File: config.mk
export PLATFORM = sky130hd
export DESIGN_NAME = fpu_issue_ctrl_flat
export DESIGN_NICKNAME = d
export VERILOG_FILES = /design/src/rtl/fpu_issue_ctrl_pkg.sv /design/src/rtl/fpu_issue_ctrl_if.sv /design/src/rtl/fpu_issue_ctrl.sv /design/src/flat_wrapper.sv
export SDC_FILE = /design/constraint.sdc
export NUM_CORES = 1
export LEC_CHECK = 0
export CAP_MARGIN = 20
export CORE_ASPECT_RATIO = 0.8
export CORE_MARGIN = 2
export CORE_UTILIZATION = 35
export CTS_BUF_LIST = sky130_fd_sc_hd__clkbuf_4 sky130_fd_sc_hd__clkbuf_8
export DETAILED_ROUTE_END_ITERATION = 10
export PLACE_DENSITY = 0.69
export SLEW_MARGIN = 20
export SYNTH_ARGS = -nofsm -noshare
export SYNTH_HDL_FRONTEND = slang
export SYNTH_SLANG_ARGS = --single-unit
File: constraint.sdc
create_clock -name clk_i -period 2.2 [get_ports clk_i]
set_input_delay 0.22 -clock clk_i [delete_from_list [all_inputs] [get_ports clk_i]]
set_output_delay 0.22 -clock clk_i [all_outputs]
set_load 0.005 [all_outputs]
File: src/rtl/fpu_issue_ctrl_pkg.sv
// rtl/fpu_issue_ctrl_pkg.sv - shared types, state encoding and NaN constants for the fpu issue controller
package fpu_issue_ctrl_pkg;

  typedef logic [15:0] fp16_t;
  typedef logic [31:0] fp32_t;
  typedef logic [63:0] fp64_t;

  typedef logic [2:0] fpuOp_t;
  localparam fpuOp_t FPU_OP_ADD  = 3'd0;
  localparam fpuOp_t FPU_OP_SUB  = 3'd1;
  localparam fpuOp_t FPU_OP_MUL  = 3'd2;
  localparam fpuOp_t FPU_OP_DIV  = 3'd3;
  localparam fpuOp_t FPU_OP_SQRT = 3'd4;
  localparam fpuOp_t FPU_OP_FMA  = 3'd5;

  typedef logic [3:0] condCode_t;

  typedef struct packed {
    logic nv;
    logic dz;
    logic of;
    logic uf;
    logic nx;
  } statusFlag_t;

  typedef enum logic [1:0] {
    IDLE  = 2'd0,
    ISSUE = 2'd1,
    WAIT  = 2'd2,
    RESP  = 2'd3
  } fpuIssueState_t;

  localparam fp16_t FP16_NAN = 16'h7E00;
  localparam fp32_t FP32_NAN = 32'h7FC0_0000;
  localparam fp64_t FP64_NAN = 64'h7FF8_0000_0000_0000;

  localparam statusFlag_t FLAGS_NV_ONLY = '{nv: 1'b1, default: 1'b0};

  // Quiet NaN for the operand width, zero-extended to 64 bits.
  function automatic logic [63:0] fp_nan(input int unsigned width);
    case (width)
      16:      return {48'd0, FP16_NAN};
      32:      return {32'd0, FP32_NAN};
      default: return FP64_NAN;
    endcase
  endfunction

endpackage

File: src/rtl/fpu_issue_ctrl_if.sv
// rtl/fpu_issue_ctrl_if.sv - command and response handshake bundle between the core and the issue controller
interface fpu_issue_ctrl_if
  import fpu_issue_ctrl_pkg::*;
#(
  parameter type FP_T  = fp16_t,
  parameter int  TAG_W = 4
) ();

  logic              req_valid;
  logic              req_ready;
  fpuOp_t            req_op;
  FP_T               req_a;
  FP_T               req_b;
  FP_T               req_c;
  logic [TAG_W-1:0]  req_tag;

  logic              rsp_valid;
  logic              rsp_ready;
  FP_T               rsp_result;
  condCode_t         rsp_cc;
  statusFlag_t       rsp_flags;
  logic [TAG_W-1:0]  rsp_tag;
  logic              rsp_timeout;

  modport master (
    output req_valid, req_op, req_a, req_b, req_c, req_tag, rsp_ready,
    input  req_ready, rsp_valid, rsp_result, rsp_cc, rsp_flags, rsp_tag, rsp_timeout
  );

  modport slave (
    input  req_valid, req_op, req_a, req_b, req_c, req_tag, rsp_ready,
    output req_ready, rsp_valid, rsp_result, rsp_cc, rsp_flags, rsp_tag, rsp_timeout
  );

endinterface

File: src/rtl/fpu_issue_ctrl.sv
// rtl/fpu_issue_ctrl.sv - issues one command at a time to the fpu, waits for done or timeout, returns a response
module fpu_issue_ctrl
  import fpu_issue_ctrl_pkg::*;
#(
  parameter type FP_T    = fp16_t,
  parameter int  TAG_W   = 4,
  parameter int  TIMEOUT = 64
) (
  input  logic                  clk_i,
  input  logic                  rst_ni,

  fpu_issue_ctrl_if.slave       core,

  output FP_T                   fpu_in1_o,
  output FP_T                   fpu_in2_o,
  output FP_T                   fpu_in3_o,
  output fpuOp_t                fpu_op_o,
  output logic                  fpu_start_o,
  input  FP_T                   fpu_out_i,
  input  logic                  fpu_done_i,
  input  condCode_t             fpu_cc_i,
  input  statusFlag_t           fpu_flags_i,

  input  logic                  flags_clr_i,
  output statusFlag_t           sticky_flags_o,
  output logic                  busy_o
);

  localparam int FP_W  = $bits(FP_T);
  localparam int CNT_W = $clog2(TIMEOUT);
  localparam logic [CNT_W-1:0] CNT_LAST = CNT_W'(TIMEOUT - 1);
  localparam logic [FP_W-1:0]  NAN_C    = FP_W'(fp_nan(FP_W));

  fpuIssueState_t    state_q, state_d;
  fpuOp_t            op_q, op_d;
  FP_T               a_q, a_d;
  FP_T               b_q, b_d;
  FP_T               c_q, c_d;
  logic [TAG_W-1:0]  tag_q, tag_d;
  logic [CNT_W-1:0]  cnt_q, cnt_d;
  FP_T               res_q, res_d;
  condCode_t         cc_q, cc_d;
  statusFlag_t       flags_q, flags_d;
  logic              timeout_q, timeout_d;
  statusFlag_t       sticky_q, sticky_d;

  always_ff @(posedge clk_i or negedge rst_ni) begin
    if (!rst_ni) begin
      state_q   <= IDLE;
      op_q      <= '0;
      a_q       <= '0;
      b_q       <= '0;
      c_q       <= '0;
      tag_q     <= '0;
      cnt_q     <= '0;
      res_q     <= '0;
      cc_q      <= '0;
      flags_q   <= '0;
      timeout_q <= 1'b0;
      sticky_q  <= '0;
    end else begin
      state_q   <= state_d;
      op_q      <= op_d;
      a_q       <= a_d;
      b_q       <= b_d;
      c_q       <= c_d;
      tag_q     <= tag_d;
      cnt_q     <= cnt_d;
      res_q     <= res_d;
      cc_q      <= cc_d;
      flags_q   <= flags_d;
      timeout_q <= timeout_d;
      sticky_q  <= sticky_d;
    end
  end

  always_comb begin
    state_d   = state_q;
    op_d      = op_q;
    a_d       = a_q;
    b_d       = b_q;
    c_d       = c_q;
    tag_d     = tag_q;
    cnt_d     = cnt_q;
    res_d     = res_q;
    cc_d      = cc_q;
    flags_d   = flags_q;
    timeout_d = timeout_q;
    sticky_d  = sticky_q;

    case (state_q)
      IDLE: begin
        if (core.req_valid) begin
          op_d    = core.req_op;
          a_d     = core.req_a;
          b_d     = core.req_b;
          c_d     = core.req_c;
          tag_d   = core.req_tag;
          state_d = ISSUE;
        end
      end
      ISSUE: begin
        cnt_d   = '0;
        state_d = WAIT;
      end
      WAIT: begin
        // A done seen on the last counted cycle still wins over the timeout.
        if (fpu_done_i) begin
          res_d     = fpu_out_i;
          cc_d      = fpu_cc_i;
          flags_d   = fpu_flags_i;
          timeout_d = 1'b0;
          state_d   = RESP;
        end else if (cnt_q == CNT_LAST) begin
          res_d     = NAN_C;
          cc_d      = '0;
          flags_d   = FLAGS_NV_ONLY;
          timeout_d = 1'b1;
          state_d   = RESP;
        end else begin
          cnt_d = cnt_q + 1'b1;
        end
      end
      RESP: begin
        if (core.rsp_ready) begin
          state_d = IDLE;
        end
      end
      default: state_d = IDLE;
    endcase

    if (flags_clr_i) begin
      sticky_d = '0;
    end else if (state_q == WAIT && state_d == RESP) begin
      sticky_d = sticky_q | flags_d;
    end
  end

  // Ready is masked by reset so every output reads zero while reset is held.
  assign core.req_ready   = rst_ni && (state_q == IDLE);
  assign core.rsp_valid   = (state_q == RESP);
  assign core.rsp_result  = res_q;
  assign core.rsp_cc      = cc_q;
  assign core.rsp_flags   = flags_q;
  assign core.rsp_tag     = tag_q;
  assign core.rsp_timeout = timeout_q;

  assign fpu_in1_o      = a_q;
  assign fpu_in2_o      = b_q;
  assign fpu_in3_o      = c_q;
  assign fpu_op_o       = op_q;
  assign fpu_start_o    = (state_q == ISSUE);
  assign sticky_flags_o = sticky_q;
  assign busy_o         = (state_q != IDLE);

endmodule

File: src/flat_wrapper.sv
// flat-port wrapper written by rule: the top's interface ports become plain ports
module fpu_issue_ctrl_flat import fpu_issue_ctrl_pkg::*;
#(
  parameter type FP_T    = fp16_t,
  parameter int  TAG_W   = 4,
  parameter int  TIMEOUT = 64
)
  (clk_i, rst_ni, fpu_in1_o, fpu_in2_o, fpu_in3_o, fpu_op_o, fpu_start_o, fpu_out_i, fpu_done_i, fpu_cc_i, fpu_flags_i, flags_clr_i, sticky_flags_o, busy_o, core_req_valid, core_req_op, core_req_a, core_req_b, core_req_c, core_req_tag, core_rsp_ready, core_req_ready, core_rsp_valid, core_rsp_result, core_rsp_cc, core_rsp_flags, core_rsp_tag, core_rsp_timeout);
  fpu_issue_ctrl_if #(.FP_T(FP_T), .TAG_W(TAG_W)) core_i ();
  input  logic clk_i;
  input  logic rst_ni;
  output FP_T fpu_in1_o;
  output FP_T fpu_in2_o;
  output FP_T fpu_in3_o;
  output fpuOp_t fpu_op_o;
  output logic fpu_start_o;
  input  FP_T fpu_out_i;
  input  logic fpu_done_i;
  input  condCode_t fpu_cc_i;
  input  statusFlag_t fpu_flags_i;
  input  logic flags_clr_i;
  output statusFlag_t sticky_flags_o;
  output logic busy_o;
  input wire logic [$bits(core_i.req_valid)-1:0] core_req_valid;
  input wire logic [$bits(core_i.req_op)-1:0] core_req_op;
  input wire logic [$bits(core_i.req_a)-1:0] core_req_a;
  input wire logic [$bits(core_i.req_b)-1:0] core_req_b;
  input wire logic [$bits(core_i.req_c)-1:0] core_req_c;
  input wire logic [$bits(core_i.req_tag)-1:0] core_req_tag;
  input wire logic [$bits(core_i.rsp_ready)-1:0] core_rsp_ready;
  output wire logic [$bits(core_i.req_ready)-1:0] core_req_ready;
  output wire logic [$bits(core_i.rsp_valid)-1:0] core_rsp_valid;
  output wire logic [$bits(core_i.rsp_result)-1:0] core_rsp_result;
  output wire logic [$bits(core_i.rsp_cc)-1:0] core_rsp_cc;
  output wire logic [$bits(core_i.rsp_flags)-1:0] core_rsp_flags;
  output wire logic [$bits(core_i.rsp_tag)-1:0] core_rsp_tag;
  output wire logic [$bits(core_i.rsp_timeout)-1:0] core_rsp_timeout;
  assign core_i.req_valid = core_req_valid;
  assign core_i.req_op = core_req_op;
  assign core_i.req_a = core_req_a;
  assign core_i.req_b = core_req_b;
  assign core_i.req_c = core_req_c;
  assign core_i.req_tag = core_req_tag;
  assign core_i.rsp_ready = core_rsp_ready;
  assign core_req_ready = core_i.req_ready;
  assign core_rsp_valid = core_i.rsp_valid;
  assign core_rsp_result = core_i.rsp_result;
  assign core_rsp_cc = core_i.rsp_cc;
  assign core_rsp_flags = core_i.rsp_flags;
  assign core_rsp_tag = core_i.rsp_tag;
  assign core_rsp_timeout = core_i.rsp_timeout;
  fpu_issue_ctrl #(.FP_T(FP_T), .TAG_W(TAG_W), .TIMEOUT(TIMEOUT)) u_core (.clk_i(clk_i), .rst_ni(rst_ni), .core(core_i), .fpu_in1_o(fpu_in1_o), .fpu_in2_o(fpu_in2_o), .fpu_in3_o(fpu_in3_o), .fpu_op_o(fpu_op_o), .fpu_start_o(fpu_start_o), .fpu_out_i(fpu_out_i), .fpu_done_i(fpu_done_i), .fpu_cc_i(fpu_cc_i), .fpu_flags_i(fpu_flags_i), .flags_clr_i(flags_clr_i), .sticky_flags_o(sticky_flags_o), .busy_o(busy_o));
endmodule
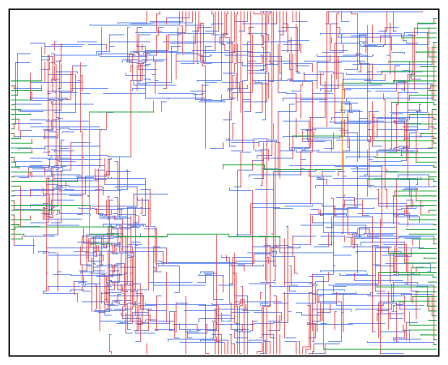
*Metal layers overlaid, run 1*
colour	layer	wire length
blue	met1	4,690 um
green	met3	793 um
orange	met4	59.2 um
red	met2	4,320 um

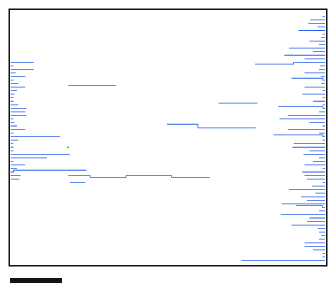
*Metal 3, run 1*
Bar = 20 um.
nets with wire on the layer	106
share of all routed wire	8.0%
main direction	horizontal

==> results.yml, run 1 <==
# physical design summary
status:
  outcome: "finished, final reports clean"
routing:
  route.met3.wl_um: 792
  met1_length_um: 4690
  route.met2.wl_um: 4320
  routed_wl_um: 9870
flow_run:
  warnings: 26
  maxCapViolCount: 0
grt:
  grt_busiest_layer: "met2"
  grt_antenna_before_repair: 0
  track_usage: 0.168
  overflow: 0
final_layout:
  sh_seq_area: 0.393
  fin_util: 0.553
  drive_gt1_frac: 0.181
  lay_top_cells: "174 x clkdlybuf4s50_1, 94 x dfrtp_1, 50 x mux2_4"
  logic_gate_count: 137
  num-nonclk-inverters: 2
  layout.nets: 513
  fillCellCount: 903
  lay_top_count: "clkdlybuf4s50_1"
clock_tree:
  cts_max_path_buffers: 2
  cts_hold_buffers: 1
  clk_pin_slew_worst_paths_ps: 90
  post-cts-setup-buffers: 0
  tritoncts: "built"
  clockRootBuffer: "clkbuf_8"
placed_design:
  portBuffers: 175
  dp_slack_ps: 191
  gp_congestion: 0.767
worst_setup_path:
  cp_top_family: "buffers and inverters"
  critical_path_depth: 2
  endpoint: "fpu_start_o"
  critPathSlowestCell: "clkdlybuf4s50_1"
  crit_start: "u_core.state_q[0]"
  crit_buf_inv: 1
  path_max_fanout: 8
  reg2reg_depth: 5
  crit_path_end_kind: "output pin"
synth:
  synthTopCellsByCount: "94 x dfrtp_1, 50 x mux2_4, 18 x a22o_1"
  ys_warn_count: 0
  ys_sh_mux: 0.211
  synthesis.area_sq_um: 3860
  synth-xor-area-share: 0
  ys_sh_simple: 0.0489
  synth_nets: 332
  yosys_area_sq_um: 3860
  synthAdderAreaFrac: 0.00324
  aoi_share: 0.0939
  top_logic_kind: "multiplexers"
sta:
  setup_ws_ps: 205
  setup_viol: 0
  max_freq_mhz: 501
  hold_ws_ps: 223
  period_needed_ps: 1990
  final_hold_viol_count: 0
power_and_ir_drop:
  power_combinational_mw: 3.52
  power.density_nw_per_um2: 1300
  p_seq_mw: 3.02
  largestPowerGroup: "combinational logic"
  sw_frac_of_total: 0.277
  p_comb_frac: 0.451
  p_switching_mw: 2.16
die:
  nWellTaps: 144
  core_util_floorplan: 0.358
  ios: 176
  dieArea_sq_um: 11900
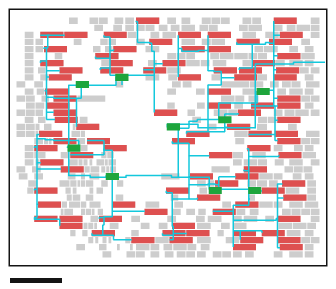
*Clock distribution, run 1*
Bar = 20 um.
[red] flip-flops | count: 94
[cyan] clock wires | length: 1,110 um
[green] cells driving clock nets | count: 9
routed clock nets	10
flops lie	spread over the die
clk ins delay skew pair: 360 ps
clock share of power: 0.162

### A small window of the routed layout, run 1

Region (41, 9) to (81, 49) um. Cells in grey, sequential cells in the stronger grey; small squares are vias.
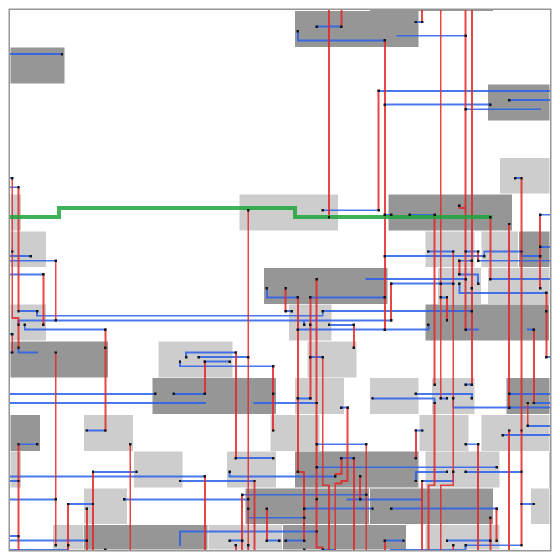

--- run 2 (diff from run 1) ---
--- a/config.mk
+++ b/config.mk
@@ -5,12 +5,14 @@
 export SDC_FILE = /design/constraint.sdc
 export NUM_CORES = 1
 export LEC_CHECK = 0
+export ABC_CLOCK_PERIOD_IN_PS = 2200
 export CAP_MARGIN = 20
 export CORE_ASPECT_RATIO = 0.8
 export CORE_MARGIN = 2
 export CORE_UTILIZATION = 35
 export CTS_BUF_LIST = sky130_fd_sc_hd__clkbuf_4 sky130_fd_sc_hd__clkbuf_8
 export DETAILED_ROUTE_END_ITERATION = 10
+export MAX_ROUTING_LAYER = met4
 export PLACE_DENSITY = 0.69
 export SLEW_MARGIN = 20
 export SYNTH_ARGS = -nofsm -noshare
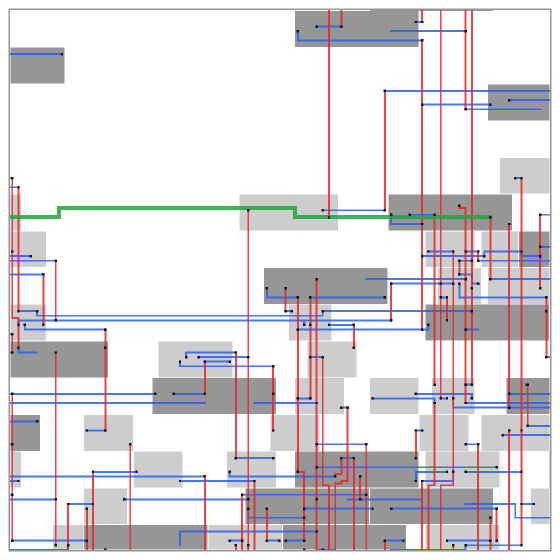
*A small window of the routed layout, run 2*
Region (41, 9) to (81, 49) um. Cells in grey, sequential cells in the stronger grey; small squares are vias.
colour	layer
green	met3
red	met2
blue	met1
netlist names of flops here include	u_core.core.rsp_result (4), u_core.fpu_in2_o (3), u_core.fpu_in1_o (2)
sequential cells in the window	12
cells with their middle in the window	38
most frequent	dfrtp_1 (12), clkdlybuf4s50_1 (9), mux2_4 (5)

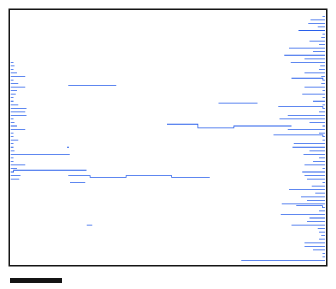
*Metal 3, run 2*
Bar = 20 um.
nets with wire on the layer	107
main direction	horizontal
wire length on this layer	750 um
longest straight run	32.0 um
share of all routed wire	7.6%
via count of the routed design: 2,700
WL final: 9870 um
met3 Track Usage GR: 0.0578

==> run 2 against run 1 <==
Effect of this change:
- setup slack worse by 11 ps
- sequential cell count unchanged
- critical endpoint unchanged
- design area unchanged
- non-clock buffer count unchanged
- die area unchanged
- cell count unchanged
- critical path depth unchanged
- combinational power about the same
==> results.yml, run 2 <==
# physical design summary
grt:
  track_usage: 0.173
  grt_antenna_before_repair: 0
  grt_busiest_layer: "met2"
  overflow: 0
  grt_use_met2: 0.257
  grt_pass1_wl_um: 15400
  grt_start_max_net_pins: 47
  use_met1: 0.231
  grt_pass1_vias: 2825
sta:
  fin_skew_ps: 8.79
  rsz0062_at_grt: "no"
  setup_viol: 0
  slew_viol_final: 0
  max_freq_mhz: 499
  final.setup.tns_ps: 0
  min_period_over_period: 0.912
  hold_ws_ps: 221
  slew_headroom: 0.502
  setup_ws_ps: 194
  period_needed_ps: 2010
  max_slew.worst_pin.slew_ps: 747
  final_hold_viol_count: 0
synth:
  synth-edff-count: 0
  ys_sh_mux: 0.211
  synth.most_common_cell: "dfrtp_1"
  yosys.area.top_type: "dfrtp_1"
  synth_cell_types: 31
  synth_nets: 332
  aoi_share: 0.0939
  yosys-stat-cells: 245
  ys.flop_type: "dfrtp_1"
  synthesis.area_sq_um: 3860
  syn_area_per_cell_sq_um: 15.8
  async_flop_share: 1.00
  top_logic_kind: "multiplexers"
  top_cell_area_share: 0.609
  synth-xor-area-share: 0
  topCellsByArea: "dfrtp_1 61%, mux2_4 19%, a22o_1 4.1%"
  ys_warn_count: 0
  synthAdderAreaFrac: 0.00324
  synth_seq_share: 0.609
  ys_sh_simple: 0.0489
  synthTopCellsByCount: "94 x dfrtp_1, 50 x mux2_4, 18 x a22o_1"
  yosys_area_sq_um: 3860
  syn_inst: 245
  synth-seq-cells: 94
worst_setup_path:
  reg2reg_depth: 5
  crit_path_max_incr_delay_ps: 570
  crit_chain: "nor2b_1, clkdlybuf4s50_1"
  arrival_ps: 1790
  reg2reg_from: "u_core.cnt_q[0]"
  critPathSlowestCell: "clkdlybuf4s50_1"
  endpoint: "fpu_start_o"
  critical_path_depth: 2
  critPathKind: "flip-flop to output pin"
  worst_ep_required_time_ps: 1980
  reg2reg_to: "u_core.core.rsp_flags[1]"
  crit_buf_inv: 1
  cp_top_family: "buffers and inverters"
  start_kind: "flip-flop"
  crit_start: "u_core.state_q[0]"
  crit_path_end_kind: "output pin"
  path_max_fanout: 8
  rrSetupSlack_ps: 220
die:
  core_util_floorplan: 0.358
  dieArea_sq_um: 11900
  nWellTaps: 144
  ios: 176
  core_sq_um: 10800
  die_h_um: 98.0
  row_count: 34
final_layout:
  lay_top_cells: "174 x clkdlybuf4s50_1, 94 x dfrtp_1, 50 x mux2_4"
  fin_util: 0.553
  n_all_buffers: 182
  syn_to_final_growth_pct: 54.7
  lay_top_count: "clkdlybuf4s50_1"
  layout.nets: 513
  logic_gate_count: 137
  final-clk-cell-share: 0.0377
  nClkBuffers: 10
  comb_area_sq_um: 1380
  flop_area_sq_um: 2350
  drive_gt1_frac: 0.181
  largest_class: "registers"
  final_cells: 575
  fillCellCount: 903
  num-nonclk-inverters: 2
  sh_seq_area: 0.393
  diodes: 0
  design_area_sq_um: 5980
  comb_share: 0.231
  buffer_area_frac: 0.306
  flops: 94
power_and_ir_drop:
  p_switching_mw: 2.16
  largestPowerGroup: "combinational logic"
  p_seq_mw: 3.02
  power_mw: 7.80
  ir_drop_uv: 460
  power.density_nw_per_um2: 1310
  leakage_nw: 2.57
  sw_frac_of_total: 0.277
  p_int_mw: 5.64
  pwr-share-clk: 0.162
  p_comb_frac: 0.451
  power_frac_seq: 0.387
  power_combinational_mw: 3.52
  p_clk_mw: 1.27
routing:
  viasPerCell: 4.70
  drtIter0Drc: 85
  route.detailed.drc: 0
  wl_per_cell_um: 17.2
  detail_route.first_pass.iterations: 4
  route.met3.wl_um: 750
  routed.top_layer: "met4"
  ant_nets: 0
  met1_length_um: 4730
  route.met2.wl_um: 4330
flow_run:
  maxCapViolCount: 0
  warnings: 26
placed_design:
  gp_congestion: 0.777
  place_hpwl_um: 7200
  portBuffers: 175
  placed_cells: 558
  dp_slack_ps: 191
clock_tree:
  clk_pin_slew_worst_paths_ps: 90
  clock_latency_ps: 360
  post-cts-setup-buffers: 0
  clockRootBuffer: "clkbuf_8"
  cts_hold_buffers: 1
  cts_max_path_buffers: 2
  clkSinkCount: 94
  cts_resized: 0
  cts-htree-levels: 3
  tritoncts: "built"
status:
  outcome: "finished, final reports clean"
min_path:
  min_path_type: "input pin to async pin"
--- run 3 (diff from run 2) ---
--- a/config.mk
+++ b/config.mk
@@ -6,14 +6,16 @@
 export NUM_CORES = 1
 export LEC_CHECK = 0
 export ABC_CLOCK_PERIOD_IN_PS = 2200
-export CAP_MARGIN = 20
+export CAP_MARGIN = 25
 export CORE_ASPECT_RATIO = 0.8
 export CORE_MARGIN = 2
 export CORE_UTILIZATION = 35
 export CTS_BUF_LIST = sky130_fd_sc_hd__clkbuf_4 sky130_fd_sc_hd__clkbuf_8
 export DETAILED_ROUTE_END_ITERATION = 10
+export GPL_ROUTABILITY_DRIVEN = 1
 export MAX_ROUTING_LAYER = met4
 export PLACE_DENSITY = 0.69
+export SKIP_LAST_GASP = 1
 export SLEW_MARGIN = 20
 export SYNTH_ARGS = -nofsm -noshare
 export SYNTH_HDL_FRONTEND = slang
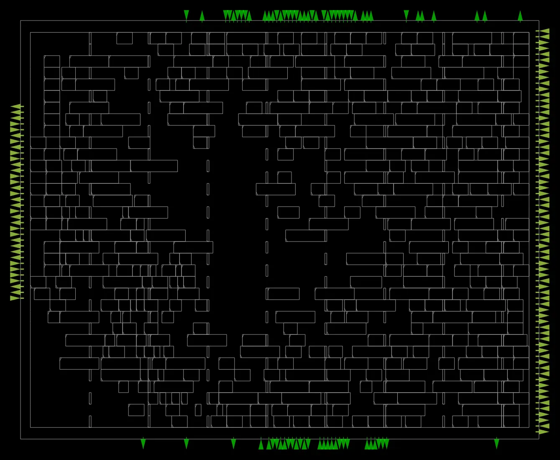
*Cell outlines without signal wires, run 3*
tap cells: 144
sequential cell area share: 0.393

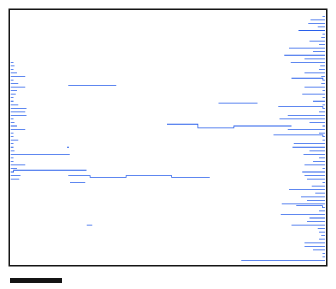
*Metal 3, run 3*
Bar = 20 um.
longest straight run	32.0 um
main direction	horizontal

==> run 3 against run 2 <==
Effect of this change:
- fmax unchanged
- synthesized cell count unchanged
- global-route usage unchanged
- clock power about the same
- first-iteration DRC count unchanged
- die area unchanged
- synthesized area unchanged
- critical path type unchanged
- critical endpoint unchanged
==> results.yml, run 3 <==
# physical design summary
routing:
  route.detailed.drc: 0
  wl_per_cell_um: 17.2
  detail_route.first_pass.iterations: 4
  route.met2.wl_um: 4330
  ant_nets: 0
  met1_length_um: 4730
  drtIter0Drc: 85
  routed_wl_um: 9870
  route.met3.wl_um: 750
sta:
  max_freq_mhz: 499
  slew_viol_final: 0
  final_hold_viol_count: 0
  setup_ws_ps: 194
  hold_ws_ps: 221
  setup_viol: 0
  period_needed_ps: 2010
  min_period_over_period: 0.912
  max_slew.worst_pin.slew_ps: 747
  final.setup.tns_ps: 0
worst_setup_path:
  critPathSlowestCell: "clkdlybuf4s50_1"
  crit_path_max_incr_delay_ps: 570
  path_max_fanout: 8
  cp_top_family: "buffers and inverters"
  critical_path_depth: 2
  worst_ep_required_time_ps: 1980
  start_kind: "flip-flop"
  crit_path_end_kind: "output pin"
  crit_chain: "nor2b_1, clkdlybuf4s50_1"
  rrSetupSlack_ps: 220
  arrival_ps: 1790
  reg2reg_depth: 5
clock_tree:
  cts_resized: 0
  cts-htree-levels: 3
  clk_pin_slew_worst_paths_ps: 90
  tritoncts: "built"
  post-cts-setup-buffers: 0
  clkSinkCount: 94
  clockRootBuffer: "clkbuf_8"
  clock_latency_ps: 360
final_layout:
  fin_util: 0.553
  drive_gt1_frac: 0.181
  largest_class: "registers"
  comb_share: 0.231
  n_all_buffers: 182
  fillCellCount: 903
  lay_top_count: "clkdlybuf4s50_1"
  design_area_sq_um: 5980
  flop_area_sq_um: 2350
  comb_area_sq_um: 1380
  final-clk-cell-share: 0.0377
  diodes: 0
  layout.nets: 513
  lay_top_cells: "174 x clkdlybuf4s50_1, 94 x dfrtp_1, 50 x mux2_4"
  nClkBuffers: 10
die:
  row_count: 34
  dieArea_sq_um: 11900
  core_sq_um: 10800
synth:
  yosys.area.top_type: "dfrtp_1"
  synthesis.area_sq_um: 3860
  ys.flop_type: "dfrtp_1"
  async_flop_share: 1.00
  syn_area_per_cell_sq_um: 15.8
  syn_inst: 245
  synth-edff-count: 0
  yosys-stat-cells: 245
  synth.most_common_cell: "dfrtp_1"
  ys_warn_count: 0
  synthTopCellsByCount: "94 x dfrtp_1, 50 x mux2_4, 18 x a22o_1"
  synthAdderAreaFrac: 0.00324
  synth-seq-cells: 94
  synth-xor-area-share: 0
  ys_sh_simple: 0.0489
  synth_seq_share: 0.609
placed_design:
  portBuffers: 175
  dp_slack_ps: 191
  gp_congestion: 0.777
  place_hpwl_um: 7200
power_and_ir_drop:
  largestPowerGroup: "combinational logic"
  power.density_nw_per_um2: 1310
  power_mw: 7.80
  power_frac_seq: 0.387
  pwr-share-clk: 0.162
  p_comb_frac: 0.451
  p_switching_mw: 2.16
grt:
  grt_pass1_wl_um: 15400
  grt_start_max_net_pins: 47
  track_usage: 0.173
  met3_usage: 0.0578
  grt_antenna_before_repair: 0
  overflow: 0
  use_met1: 0.231
flow_run:
  warnings: 26
  maxCapViolCount: 0
min_path:
  min_path_type: "input pin to async pin"
status:
  outcome: "finished, final reports clean"
Power and IR drop assume default switching activity.
